**Clock distribution**

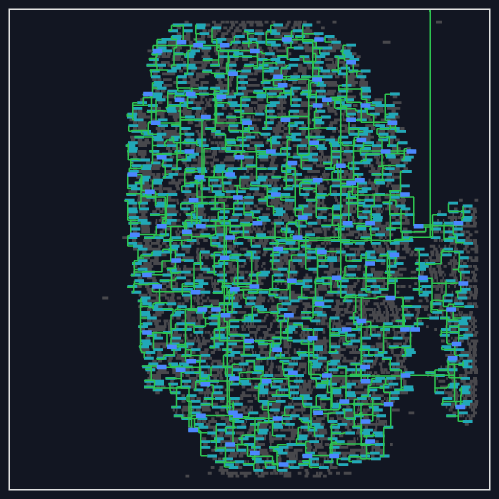
**Met3 routing**

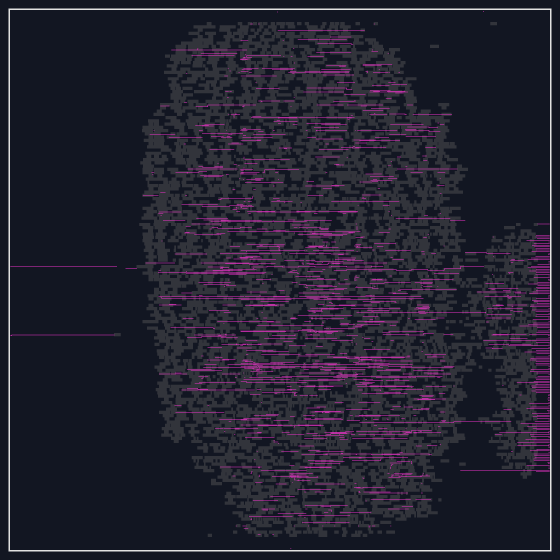
**Congestion heat map**

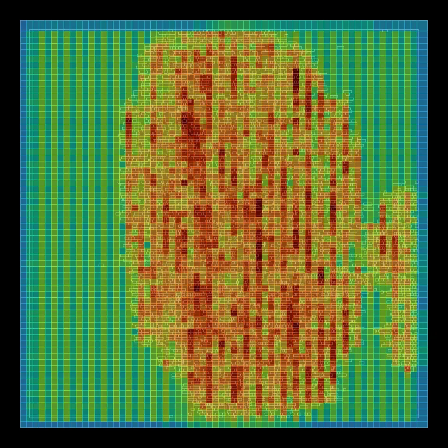
==> config.mk <==
export PLATFORM = sky130hd
export DESIGN_NAME = decode_stage
export DESIGN_NICKNAME = d
export VERILOG_FILES = /design/src/rtl/decode_pkg.sv /design/src/rtl/regfile_2r1w.sv /design/src/rtl/decode_stage.sv
export SDC_FILE = /design/constraint.sdc
export NUM_CORES = 2
export LEC_CHECK = 0
export CORE_MARGIN = 10
export CORE_UTILIZATION = 32
export CTS_CLUSTER_SIZE = 40
export DETAILED_ROUTE_END_ITERATION = 10
export HOLD_SLACK_MARGIN = 0.08
export SLEW_MARGIN = 5
export SYNTH_ARGS = -nofsm -noshare
export SYNTH_HDL_FRONTEND = slang
export SYNTH_SLANG_ARGS = --single-unit
==> constraint.sdc <==
create_clock -name clk -period 4.1 [get_ports clk]
set_input_delay 0.82 -clock clk [delete_from_list [all_inputs] [get_ports clk]]
set_output_delay 0.82 -clock clk [all_outputs]
set_load 0.01 [all_outputs]
==> results.txt <==
run metrics: cell type with the largest total area dfrtp_1, sequential area share after synthesis 0.479, CTS buffer count about 120, syn_area_per_cell 13.6 µm², share of power burned in registers 0.458, pin count of the biggest net entering global routing between 80 and 90, Peak supply drop around 0.45 mV, grt ovf 0, Worst-Margin Slew roughly 1300 ps, Core ar. 0.187 mm², DR WL/cell between 20 and 30 µm, crit end category flop, residual DRC count 0, status finished clean, Worst path slowest cell clkdlybuf4s50_1, count of non-CTS buffers in the layout slightly below 500, Post-synth ARST share 1.00, Largest logic family multiplexers, share of cells above drive strength 1 0.394, Yosys top cell area share 0.479, CTS tree built, Sw Share 0.279, list of most frequent post-synthesis cells 1150 x dfrtp_1, 913 x mux2_2, 433 x mux4_2, pwr/cell area 463 mW/mm², ant diodes 8, max_cap viols 0, First DRT Iteration DRCs between 4000 and 5000, die width ~450 µm, Clock Power Share 0.345, nets between 4000 and 5000, Setup WS pre-CTS between 400 and 500 ps, Post-Synthesis Cells between 4000 and 5000, logic share of the area 0.416, max FFs per register 992, dpl cells 6944, Final Critical Period 3010 ps, Largest stage delay, worst path about 700 ps, dominant kind of cell by area combinational gates, Finished Cell Area ~0.070 mm², die area approximately 0.21 mm², number of gates on the worst path with buffers counted 6, GR Util met2 0.307, Yosys Instances 4429, CP Launch Type input pin, Post-synth regs 1150, clock buffers around 170, tool warnings 27, Static Leak between 20 and 30 nW, Worst Hold Class in -> async, adder share 0, Final Setup Violations 0, Netlist Area Pre-Place 0.0601 mm², combinational logic power ~6.4 mW, ao+oa area frac 0.0694, seq_cells around 1200, clk pwr approximately 11 mW, Slew HR 0.112, num ports 255, Sinks on Clock Net approximately 1200, worst hold slack between 150 and 200 ps, total power between 30 and 40 mW, TAP cells 2495, Non-Filler Instances about 7200, FF-to-FF path depth 6, vias in the first global route roughly 42000, Post-Synth XOR/XNOR Area 0.00146, Clock Pin Slew Worst Setup and Hold Paths roughly 60 ps, sequential share of cell area 0.411, Top FF cell, synth dfrtp_1, crit path cell chain clkdlybuf4s50_1 -> nor3_2 -> a211oi_4 -> a21oi_2 -> a2111oi_0 -> a211oi_1, final estimated routing congestion in global placement 0.844, Slew Limit Fails 0, # port buffers 254, critical path peak fanout 13, Netlist cell types between 60 and 70, area reported by Yosys stat around 0.06 mm², first-pass GRT wire length between 300000 and 400000 µm, Comb power frac 0.197, M1 GR Usage 0.264, Post-synth mux share 0.363, dpl cell area ~0.066 mm², FF+latch area ~0.029 mm², Comb gate area between 0.02 and 0.03 mm², Antenna Nets Post-Route 0, Final non-clock buffer share 0.0703, Worst EP arrival 3660 ps, Buffers & Inverters on Critical Path 1, FP Util 0.321, row cnt roughly 160, Comb gates between 2000 and 3000, met3 WL post-DR 14900 µm, NetSw about 9.0 mW
-- 'clock distribution' (at the start) --
[clock wires] green | length: 15500 µm
[flip-flops] cyan | count: 1150
[clock drivers] blue | count: 118
routed clock nets: 119
Worst-Skew Late Latency: 770 ps
Worst Skew: 23.7 ps

-- 'met3 routing' (at the start) --
share of all routed wire: 7.2%
nets with wire on the layer: 562
wire length on this layer: 14900 µm
main direction: horizontal
final wirelength: 208000 µm
M3 GR Usage: 0.0319
Vias: 41500

-- 'congestion heat map' (at the start) --
most crowded layer after global routing: met2
Util after Layout: 0.374
All-Layer GR Usage: 0.196

-- cell usage in the layout (no fill, tap or decap), types with 10 or more instances in the layout --
cell type and instances:
clkbuf_16 120, a221o_1 27, clkinv_2 26, mux2i_1 182
o211ai_1 10, nor2_1 131, and2_1 10, nor2b_1 33
nand2_2 15, buf_4 175, buf_12 53, nand2_1 280
a221oi_1 70, nor3_1 39, dfrtp_1 1150, a2111oi_0 28
mux4_2 433, a21oi_1 73, clkdlybuf4s50_1 242, nand3_1 25
a211o_1 10, clkbuf_8 27, a211oi_1 19, nand2b_1 25
o21ai_0 230, a21o_1 11, inv_1 15, nor2_4 12
mux2_2 913, a22oi_1 32, o22ai_1 64, clkbuf_1 24
No activity file was given, so power comes from the tool's default toggle rates.
